$ cat src/rtl/if_fetch_stage.sv
// Instruction-fetch stage of a five-stage MIPS pipeline.
// Owns the PC and runs a req/ack handshake to instruction memory.
// Drives the IF/ID pipeline register. A one-entry hold buffer keeps an
// already-fetched instruction across a stall, so memory is never re-read.
module if_fetch_stage #(
  parameter logic [31:0] RESET_PC  = 32'h0000_0000,
  parameter logic [31:0] NOP_INSTR = 32'h0000_0000
) (
  input  logic        clk,
  input  logic        reset,
  input  logic        PCWrite,
  input  logic        IF_ID_Write,
  input  logic        Flush,
  input  logic [31:0] BranchTarget,
  output logic        imem_req,
  output logic [31:0] imem_addr,
  input  logic        imem_ack,
  input  logic [31:0] imem_rdata,
  output logic [31:0] IF_ID_Instr,
  output logic [31:0] IF_ID_PCPlus4,
  output logic        IF_ID_Valid,
  output logic [31:0] IF_PC
);

  // REQ  : request outstanding at the PC
  // HOLD : instruction parked in the buffer while the pipeline is stalled
  // DRAIN: a redirect arrived before the ack; wait out the old request
  typedef enum logic [1:0] {
    S_REQ   = 2'd0,
    S_HOLD  = 2'd1,
    S_DRAIN = 2'd2
  } state_t;

  state_t      r_state;
  logic        r_req;
  logic [31:0] r_pc;
  logic [31:0] r_buf;
  logic [31:0] r_target;
  logic [31:0] r_ifid_instr;
  logic [31:0] r_ifid_pc4;
  logic        r_ifid_valid;

  logic        w_accept;
  logic        w_have_instr;
  logic [31:0] w_instr;
  logic [31:0] w_target;
  logic [31:0] w_pc_plus4;

  // Either stall control low, or a redirect, prevents consuming an instruction.
  assign w_accept   = PCWrite & IF_ID_Write & ~Flush;
  // Redirect targets are always word aligned; the low two bits are dropped.
  assign w_target   = BranchTarget & 32'hFFFF_FFFC;
  // Wraps modulo 2^32 by construction.
  assign w_pc_plus4 = r_pc + 32'd4;

  // An instruction is available from the buffer in HOLD, or straight from
  // memory when the ack lands in REQ. Data acked in DRAIN is stale and dropped.
  assign w_have_instr = (r_state == S_HOLD) | ((r_state == S_REQ) & imem_ack);
  assign w_instr      = (r_state == S_HOLD) ? r_buf : imem_rdata;

  assign imem_req      = r_req;
  assign imem_addr     = r_pc;
  assign IF_PC         = r_pc;
  assign IF_ID_Instr   = r_ifid_instr;
  assign IF_ID_PCPlus4 = r_ifid_pc4;
  assign IF_ID_Valid   = r_ifid_valid;

  // Fetch FSM, PC, hold buffer and IF/ID register, all updated together.
  always_ff @(posedge clk or posedge reset) begin
    if (reset) begin
      r_state      <= S_REQ;
      r_req        <= 1'b1;
      r_pc         <= RESET_PC;
      r_buf        <= NOP_INSTR;
      r_target     <= RESET_PC;
      r_ifid_instr <= NOP_INSTR;
      r_ifid_pc4   <= 32'd0;
      r_ifid_valid <= 1'b0;
    end else begin
      // IF/ID: a redirect always bubbles, even over a stall.
      if (Flush) begin
        r_ifid_instr <= NOP_INSTR;
        r_ifid_pc4   <= 32'd0;
        r_ifid_valid <= 1'b0;
      end else if (IF_ID_Write) begin
        if (w_accept && w_have_instr) begin
          r_ifid_instr <= w_instr;
          r_ifid_pc4   <= w_pc_plus4;
          r_ifid_valid <= 1'b1;
        end else begin
          r_ifid_instr <= NOP_INSTR;
          r_ifid_pc4   <= 32'd0;
          r_ifid_valid <= 1'b0;
        end
      end

      case (r_state)
        S_REQ: begin
          if (imem_ack) begin
            if (w_accept) begin
              r_pc <= w_pc_plus4;
            end else if (Flush) begin
              r_pc <= w_target;
            end else begin
              // Stalled: park the data and stop requesting.
              r_buf   <= imem_rdata;
              r_state <= S_HOLD;
              r_req   <= 1'b0;
            end
          end else if (Flush) begin
            // The address must stay stable until ack, so remember the target.
            r_target <= w_target;
            r_state  <= S_DRAIN;
          end
        end

        S_HOLD: begin
          if (w_accept) begin
            r_pc    <= w_pc_plus4;
            r_buf   <= NOP_INSTR;
            r_state <= S_REQ;
            r_req   <= 1'b1;
          end else if (Flush) begin
            r_pc    <= w_target;
            r_buf   <= NOP_INSTR;
            r_state <= S_REQ;
            r_req   <= 1'b1;
          end
        end

        S_DRAIN: begin
          if (imem_ack) begin
            // A flush coinciding with the ack is the most recent one.
            r_pc    <= Flush ? w_target : r_target;
            r_state <= S_REQ;
          end else if (Flush) begin
            r_target <= w_target;
          end
        end

        default: begin
          r_state <= S_REQ;
          r_req   <= 1'b1;
        end
      endcase
    end
  end

endmodule

$ cat config.mk
export PLATFORM = sky130hd
export DESIGN_NAME = if_fetch_stage
export DESIGN_NICKNAME = d
export VERILOG_FILES = /design/src/rtl/if_fetch_stage.sv
export SDC_FILE = /design/constraint.sdc
export NUM_CORES = 1
export LEC_CHECK = 0
export ABC_AREA = 1
export CAP_MARGIN = 30
export CORE_MARGIN = 2
export CORE_UTILIZATION = 51
export DETAILED_ROUTE_END_ITERATION = 7
export PLACE_DENSITY = 0.82
export REMOVE_ABC_BUFFERS = 1
export SLEW_MARGIN = 20
export SYNTH_ARGS = -nofsm -noshare
export SYNTH_HDL_FRONTEND = slang
export SYNTH_SLANG_ARGS = --single-unit
export TNS_END_PERCENT = 10
$ cat constraint.sdc
create_clock -name clk -period 6.8 [get_ports clk]
set_clock_uncertainty 0.1 [all_clocks]
set_input_delay 1.7 -clock clk [delete_from_list [all_inputs] [get_ports clk]]
set_output_delay 1.7 -clock clk [all_outputs]
set_load 0.02 [all_outputs]
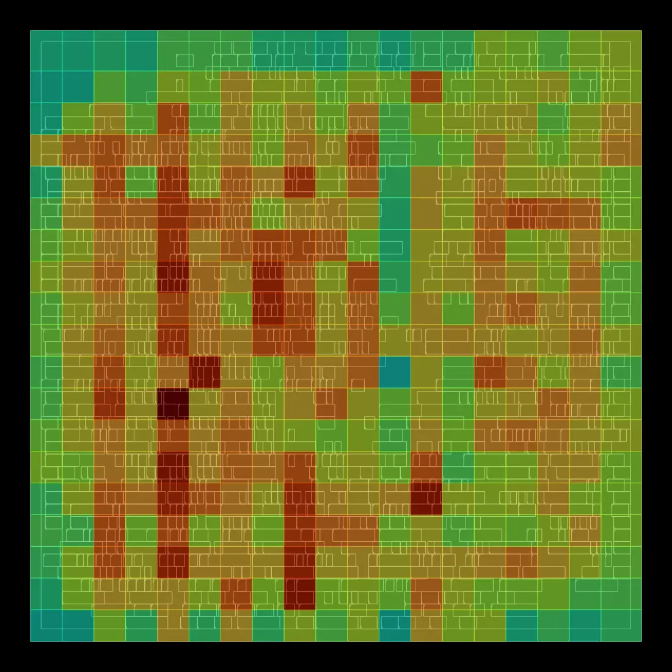
**Above:** routing congestion map.
GRT Overall Usage: 26.5%
GR met3 Demand/Resource: 4.41%
routed len/inst: 15.9 um

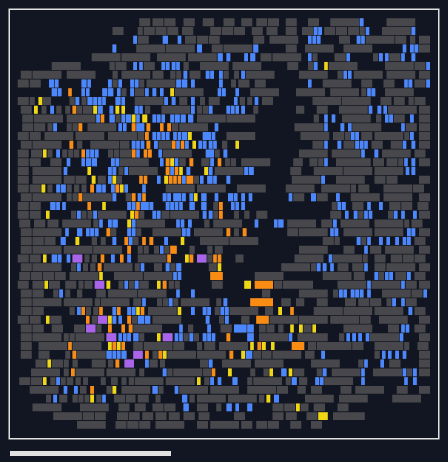
**Above:** logic cells by family.
The bar under the picture is 50 um long.
blue -> nand cells  # cells 411, where all over the die
purple -> xor and xnor cells  # cells 9, where south-west
orange -> nor cells  # cells 82
yellow -> inv cells  # cells 64
Non-Filler Instances: 1435
Comb area share: 33.1%
most numerous logic cell after layout: nand2_1

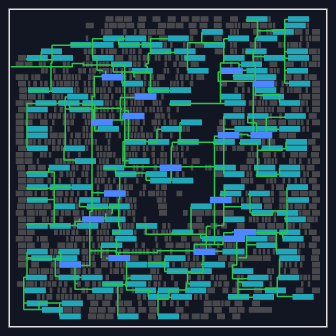
**Above:** clock network drawn from the DEF.
green -> clock wires  # length 1960 um
cyan -> flip-flops  # count 164
blue -> clock-net drivers  # count 17
routed clock nets = 18
flops lie = all over the die

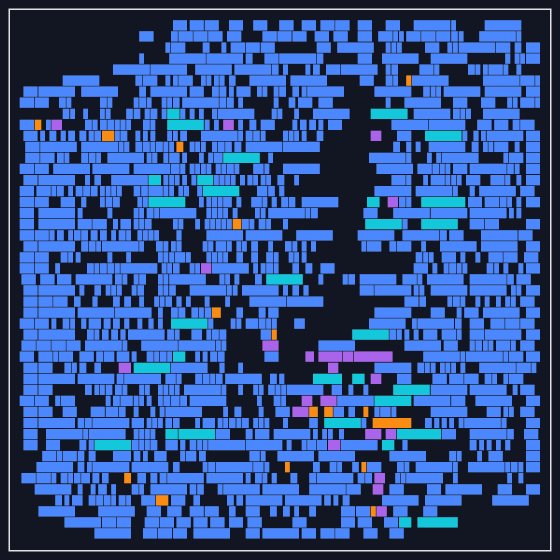
**Above:** drive-strength map.
blue -> x1 and smaller  # cells 1147
purple -> x3 and x4  # cells 22
cyan -> x6 and larger  # cells 30
orange -> x2  # cells 16

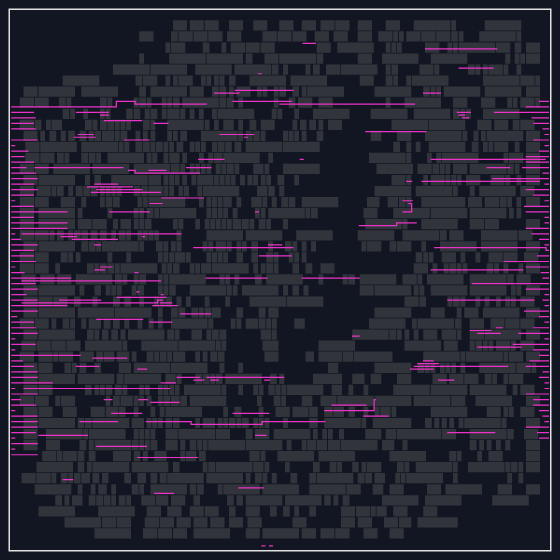
**Above:** the metal 3 layer.
main direction = horizontal
share of all routed wire = 7.2%
wire length on this layer = 1640 um
longest straight run = 39.1 um

[tightest hold or removal path: stages, from the launching register on]
cell and delay, ps:
dfrtp_1 340, nand2_1 50, o21ai_0 60
[final cells by class]
cell class	count	area (um2)	area share (%)
Tap cell	220	275	2.52
Inverter	64	249	2.28
Timing Repair Buffer	209	2080	19.0
Sequential cell	164	4110	37.6
Multi-Input combinational cell	746	3620	33.1
Clock inverter	15	170	1.56
Clock buffer	17	425	3.90
[placed cells by master (no fill, tap or decap), types with 17 or more instances in the layout]
cell type / Yosys / routed
a21oi_1: 72 / 72
a32o_1: 38 / 38
clkbuf_16: 0 / 17
clkdlybuf4s50_1: 0 / 196
dfrtp_1: 163 / 163
inv_1: 57 / 55
nand2_1: 349 / 349
nand3_1: 52 / 52
nor2_1: 75 / 75
o21ai_0: 77 / 77
o21ai_1: 23 / 23
==> results.cfg <==
; synthesis and place-and-route metrics
[status]
outcome = finished clean

[final_timing]
period_used_pct = 54.6
min_period_ps = 3710
finalSetupTns_ps = 0
rsz0062_at_grt = false
finalHoldViolations = 0
worstMarginPinSlew_ps = 936
holdWs_ps = 383
relSlewSlack_pct = 37.6
drv_slew = 0

[critical_path]
crit_cells = 9
worst_ep_arrival_time_ps = 3960
r2r_setup_slack_ps = 4100
worstPathCellList = buf_2, buf_4, inv_2, nand3_1, buf_4, inv_1, a21oi_1, o21ai_0, a31oi_1
critPathSlowestCell = inv_1
crit_path_frequent_cell = buf_4
reg2reg_to = IF_PC[11]
crit_type = input port to flip-flop
rr_startpoint = r_state[1]
path_buffers = 5
slowest_delay_ps = 530

[floorplan]
die_area_um2 = 17700
fp_util_pct = 51.7
ios = 200
die_w_um = 133
fp-row-count = 47

[synth]
ys_chip_area_um2 = 8490
ys_cells = 1068
aoi_share_pct = 16.6
ys_types = 43
netlist.area_leader.share_pct = 48.1
logic_family = simple AND/OR/NAND/NOR gates
area_leaders = dfrtp_1 48%, nand2_1 15%, o21ai_0 4.5%, a32o_1 4.5%, a21oi_1 4.2%
ys_async_sr_fraction_pct = 100
synth_flops = 164
ys_sh_simple_pct = 23.9
synth.avg_cell_area_um2 = 7.95
xor_area_share_pct = 0.929
edf_count = 0
top_cell = nand2_1
synth_area_um2 = 8490

[cts]
cts_sinks = 164
post_cts_resized = 0
cts_made_buffers = 17
post_cts_buffers = 0
htreeDepth = 4
cts.clk_slew.worst_paths_ps = 70
hold_buffers = 0

[detailed_routing]
ant_nets = 0
dr_wl_met3_mm = 1.64
viasPerCell = 5.50
routed-wl-met2_mm = 10.7
routed_wl_mm = 22.8

[grt]
met2_usage_pct = 42.7
grt-busiest-layer = met2
grt_pass1_vias = 7442
gr-usage-met1_pct = 37.2
grt.overflow.total = 0
grt_pass1_wl_mm = 37.7

[job]
warnings = 28
cap_violations = 0

[placement]
io_buffers = 197
place_hpwl_mm = 14.4
place.gp.congestion = 0.846
dpl_cell_area_um2 = 10300
place_ws_ps = 2670

[power_and_ir_drop]
power.internal_uw = 2010
p_sw_share_pct = 34.1
p_clk_share_pct = 32.0
power.group.top = sequential cells
powerClk_uw = 975
p_comb_uw = 818
p_switching_uw = 1040
combPwrFrac_pct = 26.9
leakagePower_uw = 0.00508
p_total_uw = 3040
power_density_nw_per_um2 = 279
ir_drop_mv = 0.198
p_seq_share_pct = 41.1

[cells_and_area]
finish.utilization_pct = 66.6
fin_area_um2 = 10900
syn2layout_area_growth_pct = 28.7
drive_gt1_share_pct = 5.60
fill_cells = 1375

[hold_path]
hold_start = r_target[21]
holdPathEnd = r_target[21]
